Fig. 1: clock wires, drivers and flops
(3 px per um)
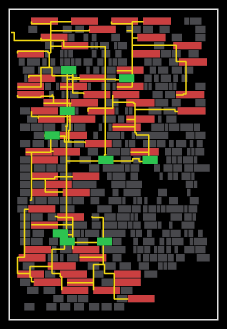
Fig. 2: a small window of the routed layout
Window x 42 to 62, y 16 to 36 um. Cells in grey, sequential cells in the stronger grey; small squares are vias.
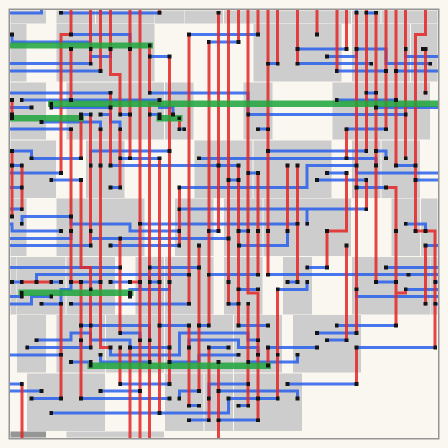
Fig. 3: met4 routing
(4 px per um) Cells faint in the background.
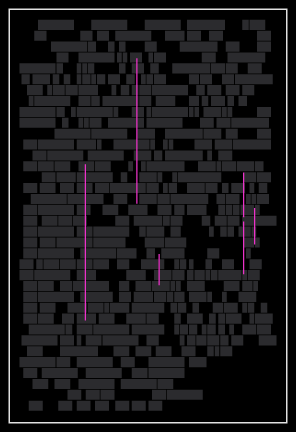
Fig. 4: routed metal, one colour a layer
(4 px per um)
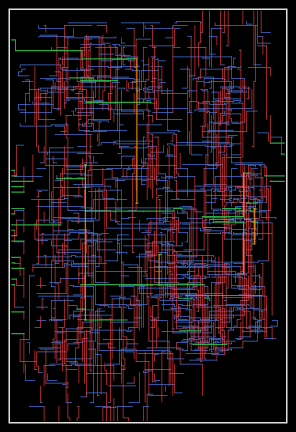
`src/rtl/fnd_controller_pkg.sv`:
```
// -----------------------------------------------------------------------------
// fnd_controller_pkg
// Shared definitions for the 4-digit seven-segment (FND) display controller:
//   - active-low font constants (dp off) for digits 0..9, dash and blank
//   - decoder code points for dash and blank
//   - scan divider derivation from the clock and scan rates
//   - the shadow frame structure latched once per scan frame
//   - tens/ones split helpers on 7-bit operands
// -----------------------------------------------------------------------------
package fnd_controller_pkg;

  // Font bytes are {dp, g, f, e, d, c, b, a}, all active-low.
  localparam logic [7:0] FONT_0     = 8'hC0;
  localparam logic [7:0] FONT_1     = 8'hF9;
  localparam logic [7:0] FONT_2     = 8'hA4;
  localparam logic [7:0] FONT_3     = 8'hB0;
  localparam logic [7:0] FONT_4     = 8'h99;
  localparam logic [7:0] FONT_5     = 8'h92;
  localparam logic [7:0] FONT_6     = 8'h82;
  localparam logic [7:0] FONT_7     = 8'hF8;
  localparam logic [7:0] FONT_8     = 8'h80;
  localparam logic [7:0] FONT_9     = 8'h90;
  localparam logic [7:0] FONT_DASH  = 8'hBF;
  localparam logic [7:0] FONT_BLANK = 8'hFF;

  // Decoder code points above the decimal digits.
  localparam logic [3:0] CODE_DASH  = 4'd10;
  localparam logic [3:0] CODE_BLANK = 4'd11;

  // Largest value that still has a two-digit decimal representation.
  localparam logic [6:0] MAX_SHOWN  = 7'd99;
  // The decimal point marks the first half of every second.
  localparam logic [6:0] DP_LIMIT   = 7'd50;

  // Number of system clocks per digit step.
  function automatic int unsigned scan_div(input int unsigned clk_hz,
                                           input int unsigned scan_hz);
    return clk_hz / scan_hz;
  endfunction

  // Values captured at the start of each frame so one frame never mixes
  // digits from two different input samples.
  typedef struct packed {
    logic [6:0] msec;
    logic [6:0] sec;
    logic [6:0] min;
    logic [6:0] hour;
    logic       mode;
  } frame_t;

  // Callers only pass values <= 99, so the quotient and remainder fit 4 bits.
  function automatic logic [3:0] split_tens(input logic [6:0] value);
    return 4'(value / 7'd10);
  endfunction

  function automatic logic [3:0] split_ones(input logic [6:0] value);
    return 4'(value % 7'd10);
  endfunction

endpackage

```
`src/rtl/fnd_controller_decoder.sv`:
```
// -----------------------------------------------------------------------------
// fnd_decoder
// Combinational digit-code to segment decoder.
//   i_code : 4-bit code; 0..9 = decimal digit, 10 = dash, 11..15 = blank
//   o_seg  : 7-bit active-low segments {g, f, e, d, c, b, a}
// -----------------------------------------------------------------------------
module fnd_decoder
  import fnd_controller_pkg::*;
(
  input  logic [3:0] i_code,
  output logic [6:0] o_seg
);

  // NOTE: every output of a combinational block gets a default before the
  // case, so no code path leaves it unassigned and infers a latch.
  always_comb begin
    o_seg = FONT_BLANK[6:0];
    case (i_code)
      4'd0:      o_seg = FONT_0[6:0];
      4'd1:      o_seg = FONT_1[6:0];
      4'd2:      o_seg = FONT_2[6:0];
      4'd3:      o_seg = FONT_3[6:0];
      4'd4:      o_seg = FONT_4[6:0];
      4'd5:      o_seg = FONT_5[6:0];
      4'd6:      o_seg = FONT_6[6:0];
      4'd7:      o_seg = FONT_7[6:0];
      4'd8:      o_seg = FONT_8[6:0];
      4'd9:      o_seg = FONT_9[6:0];
      CODE_DASH: o_seg = FONT_DASH[6:0];
      default:   o_seg = FONT_BLANK[6:0];
    endcase
  end

endmodule

```
`src/rtl/fnd_controller.sv`:
```
// -----------------------------------------------------------------------------
// fnd_controller
// Multiplexed driver for a 4-digit common-anode seven-segment display showing
// either sec:msec (mode 0) or hour:min (mode 1) from a stopwatch datapath.
//   clk      : system clock, all state on the rising edge
//   reset_n  : asynchronous active-low reset
//   msec     : hundredths 0..99 (values > 99 render as dashes)
//   sec      : seconds 0..59
//   min      : minutes 0..59
//   hour     : hours 0..23
//   mode     : 0 = sec:msec, 1 = hour:min
//   blank    : 1 = all digits dark from the next clock
//   fnd_comm : active-low one-hot digit enables, bit 0 = rightmost digit
//   fnd_font : active-low segments, bit 7 = dp, bits 6..0 = g..a
// -----------------------------------------------------------------------------
module fnd_controller
  import fnd_controller_pkg::*;
#(
  parameter int unsigned CLK_HZ  = 100_000_000,
  parameter int unsigned SCAN_HZ = 1000
)
(
  input  logic       clk,
  input  logic       reset_n,
  input  logic [6:0] msec,
  input  logic [6:0] sec,
  input  logic [6:0] min,
  input  logic [6:0] hour,
  input  logic       mode,
  input  logic       blank,
  output logic [3:0] fnd_comm,
  output logic [7:0] fnd_font
);

  localparam int unsigned SCAN_DIV = scan_div(CLK_HZ, SCAN_HZ);
  localparam int          CNT_W    = (SCAN_DIV > 1) ? $clog2(SCAN_DIV) : 1;
  localparam logic [CNT_W-1:0] CNT_LAST = CNT_W'(SCAN_DIV - 1);

  logic [CNT_W-1:0] r_scan_cnt;
  logic [1:0]       r_digit_sel;
  frame_t           r_shadow;

  logic             w_scan_tick;
  logic             w_frame_wrap;
  frame_t           w_live;
  logic [6:0]       w_value;
  logic             w_take_tens;
  logic [3:0]       w_code;
  logic [6:0]       w_seg;
  logic             w_dp_n;

  assign w_scan_tick  = (r_scan_cnt == CNT_LAST);
  // The frame boundary is the step that takes digit 3 back to digit 0.
  assign w_frame_wrap = w_scan_tick && (r_digit_sel == 2'd3);

  assign w_live = '{msec: msec, sec: sec, min: min, hour: hour, mode: mode};

  // NOTE: sequential state is written with non-blocking assignments so every
  // register samples pre-edge values regardless of block ordering.
  always_ff @(posedge clk or negedge reset_n) begin
    if (!reset_n) begin
      r_scan_cnt <= '0;
    end else if (w_scan_tick) begin
      r_scan_cnt <= '0;
    end else begin
      r_scan_cnt <= r_scan_cnt + 1'b1;
    end
  end

  // The 2-bit selector wraps 3 -> 0 by plain overflow.
  always_ff @(posedge clk or negedge reset_n) begin
    if (!reset_n) begin
      r_digit_sel <= 2'd0;
    end else if (w_scan_tick) begin
      r_digit_sel <= r_digit_sel + 2'd1;
    end
  end

  // NOTE: the shadow frame is reset even though it is refreshed every frame,
  // because the first frame after reset must show zeros, not stale data.
  always_ff @(posedge clk or negedge reset_n) begin
    if (!reset_n) begin
      r_shadow <= '0;
    end else if (w_frame_wrap) begin
      r_shadow <= w_live;
    end
  end

  // Digit 3/2 carry the left field, digits 1/0 the right field; odd digits
  // take the tens, even digits the ones.
  always_comb begin
    w_value     = 7'd0;
    w_take_tens = 1'b0;
    case (r_digit_sel)
      2'd3: begin
        w_value     = r_shadow.mode ? r_shadow.hour : r_shadow.sec;
        w_take_tens = 1'b1;
      end
      2'd2: begin
        w_value     = r_shadow.mode ? r_shadow.hour : r_shadow.sec;
        w_take_tens = 1'b0;
      end
      2'd1: begin
        w_value     = r_shadow.mode ? r_shadow.min : r_shadow.msec;
        w_take_tens = 1'b1;
      end
      default: begin
        w_value     = r_shadow.mode ? r_shadow.min : r_shadow.msec;
        w_take_tens = 1'b0;
      end
    endcase

    if (w_value > MAX_SHOWN) begin
      w_code = CODE_DASH;
    end else if (w_take_tens) begin
      w_code = split_tens(w_value);
    end else begin
      w_code = split_ones(w_value);
    end

    // dp sits between seconds and hundredths and blinks with the half-second.
    w_dp_n = !((r_digit_sel == 2'd2) && (r_shadow.msec < DP_LIMIT));
  end

  fnd_decoder u_decoder (
    .i_code (w_code),
    .o_seg  (w_seg)
  );

  // Outputs are registered so the pins never glitch while the mux settles;
  // they follow digit_sel by one clock.
  always_ff @(posedge clk or negedge reset_n) begin
    if (!reset_n) begin
      fnd_comm <= 4'b1111;
      fnd_font <= FONT_BLANK;
    end else if (blank) begin
      fnd_comm <= 4'b1111;
      fnd_font <= FONT_BLANK;
    end else begin
      fnd_comm <= ~(4'b0001 << r_digit_sel);
      fnd_font <= {w_dp_n, w_seg};
    end
  end

endmodule

```
`config.mk`:
```
export PLATFORM = sky130hd
export DESIGN_NAME = fnd_controller
export DESIGN_NICKNAME = d
export VERILOG_FILES = /design/src/rtl/fnd_controller_pkg.sv /design/src/rtl/fnd_controller_decoder.sv /design/src/rtl/fnd_controller.sv
export SDC_FILE = /design/constraint.sdc
export NUM_CORES = 1
export LEC_CHECK = 0
export CAP_MARGIN = 5
export CORE_AREA = 2 2 67 101
export DETAILED_ROUTE_END_ITERATION = 8
export DIE_AREA = 0 0 69 103
export PLACE_DENSITY_LB_ADDON = 0.12
export SLEW_MARGIN = 40
export SYNTH_ARGS = -nofsm -noshare
export SYNTH_HDL_FRONTEND = slang
export SYNTH_SLANG_ARGS = --single-unit
```
`constraint.sdc`:
```
create_clock -name clk -period 9.2 [get_ports clk]
set_input_delay 1.38 -clock clk [delete_from_list [all_inputs] [get_ports clk]]
set_output_delay 1.38 -clock clk [all_outputs]
set_load 0.03 [all_outputs]
```
==> impl_metrics.csv <==
group,metric,value,unit
outcome,status,"completed",
hold_path,hold_path_class,"register to register",
detailed_routing,top_layer,"met4",
detailed_routing,drc,0,
critical_path,path_class,"register to register",
power,ir_drop,0.1249,mV
synth,synth.cell_area,3727,um^2
floorplanning,die_h,103,um
synth,synth_stat.cells,335,
global_route,grt_start_max_net_pins,61,
global_route,antenna_found_initial,0,
power,power_switching,0.2606,mW
synth,synth.area.top_cells,"dfrtp_1 32%, mux2_2 9.7%, dfstp_2 8.5%, ha_1 5.7%, mux2i_1 3.5%",
power,internal-power,0.5427,mW
critical_path,cp.required,9.45,ns
critical_path,cp-start-kind,"register",
floorplanning,chip_area,7107,um^2
power,comb_power_share,32.7,%
synth,async_reset_ff_share,100.0,%
critical_path,critPathCaptureType,"register",
finish,drive_gt1_share,25.19,%
floorplanning,ios,44,
hold_path,hold_start,"r_scan_cnt[0]",
finish,syn_to_final_growth,17.96,%
global_route,grt_use_met2,40.31,%
critical_path,timing.rr.start,"r_shadow[0]",
global_route,grt_use_met1,26.49,%
timing,fmax,0.1520,GHz
detailed_routing,postRouteAntennaNets,0,
timing,whs,0.4920,ns
clock_network,clock-sinks,60,
timing,timing.final.max_slew_violations,0,
finish,fin_nets,429,
hold_path,min_path_cells,1,
synth,ys_seq_elements,60,
critical_path,regToRegEndpoint,"fnd_font[4]",
Back to the opening pictures, Fig. 1:
Key: clock wires = yellow [length 781 um]; clock drivers = green [count 9]; flip-flops = red [count 60]
There are 10 routed clock nets.
clock share of power: 29.6%
Setup Skew: 0.01947 ns

Back to the opening pictures, Fig. 2:
Key: metal 2 = red; metal 3 = green; metal 1 = blue
Sequential cells in the window: 0. 38 logic cells have their middle in the window. Most frequent: nor2_1 (3), inv_1 (3), nor4_1 (3).

Back to the opening pictures, Fig. 3:
The layer carries 115 um of wire. The longest straight run is 38.8 um. 6 nets have wire on it.

Back to the opening pictures, Fig. 4:
Key: metal 3 = green [wire length 287 um]; metal 1 = blue [wire length 3100 um]; metal 2 = red [wire length 3950 um]; metal 4 = orange [wire length 115 um]

stage by stage:
stage / area (um^2) / cells / utilization [%] / setup WS (ns)
global route: 4397 / 461 / 69.72 / 2.073
finish: 4397 / 461 / 69.72 / 2.623
global placement: 4184 / 445 / 66.35 / 3.042
CTS: 4385 / 461 / 69.54 / 2.741
floorplan: 3727 / 335 / - / 3.405
detailed placement: 4187 / 445 / 66.39 / 2.763
worst max path at each step:
stage / start / endpoint / slack, ns / cells after the start
after floorplan: r_digit_sel[0] / fnd_font[4] / 3.41 / 28
after global placement: r_shadow[0] / fnd_font[4] / 3.04 / 24
after CTS: r_digit_sel[0] / fnd_font[4] / 2.74 / 27
after detailed placement: r_digit_sel[0] / fnd_font[4] / 2.76 / 27
final: r_shadow[0] / fnd_font[4] / 2.62 / 26
after global routing: r_digit_sel[0] / fnd_font[4] / 2.07 / 28
worst max-delay path: stages (launching register included):
cell	delay, ns
dfrtp_1	0.86
mux2i_2	0.23
mux2i_2	0.35
inv_1	0.11
ha_1	0.25
nor3_1	0.37
a22oi_1	0.21
a21oi_1	0.29
or2_2	0.19
inv_1	0.06
ha_1	0.29
or2_1	0.28
a21oi_1	0.19
o22a_2	0.25
ha_1	0.16
inv_1	0.05
o31ai_1	0.29
o21ai_2	0.09
o21ai_2	0.25
xnor2_1	0.14
ha_1	0.27
a211oi_1	0.19
nor2_1	0.06
nand4b_1	0.10
o311a_1	0.47
and3b_1	0.25
o31ai_2	0.23
cell families after synthesis:
group,Yosys count,synth area share (%)
flops,60,40.68
fa+ha+maj,17,5.707
xor+xnor,20,4.699
simple gates,95,13.86
compound gates,62,13.43
buf+inv,25,3.424
mux,56,18.19
cells in the final DEF (no fill, tap or decap), types with 4 or more instances in the layout:
cell / netlist / layout
dfrtp_1: 48 / 48
clkdlybuf4s50_1: 0 / 42
mux2_2: 32 / 32
nor2_1: 22 / 22
nand2_1: 22 / 21
ha_1: 17 / 17
mux2i_1: 13 / 13
inv_1: 12 / 12
dfstp_2: 12 / 12
nand3_1: 11 / 11
xor2_1: 10 / 10
xnor2_1: 10 / 10
clkbuf_8: 0 / 10
o21ai_0: 8 / 8
nor3_1: 7 / 7
mux2i_2: 6 / 6
a21oi_1: 6 / 6
a2bb2oi_1: 4 / 4
nor4_1: 4 / 4
and3_1: 4 / 4
power groups by stage:
stage	clock, mW	combinational, mW	sequential (mW)
3_5_place_dp	0	0.261	0.308
6_report	0.238	0.263	0.303
3_3_place_gp	0	0.257	0.307
5_1_grt	0.255	0.289	0.306
2_1_floorplan	0	0.163	0.334
4_1_cts	0.243	0.262	0.303
state kept, by name, indices dropped and copies added (netlist names):
name,cells
fnd_font,8
r_scan_cnt,17
r_digit_sel,2
fnd_comm,4
r_shadow,29
area by class of cell:
| cell class | instances | area (um^2) |
|---|---|---|
| clock inverters | 6 | 61.31 |
| clock buffers | 10 | 137.6 |
| flip-flops and latches | 60 | 1516 |
| fillers | 482 | 1909 |
| well taps | 76 | 95.09 |
| repair buffers | 44 | 436.7 |
| multi-input cells | 250 | 2093 |
| inverters | 15 | 56.30 |
Power is estimated from default activity; no workload was simulated.
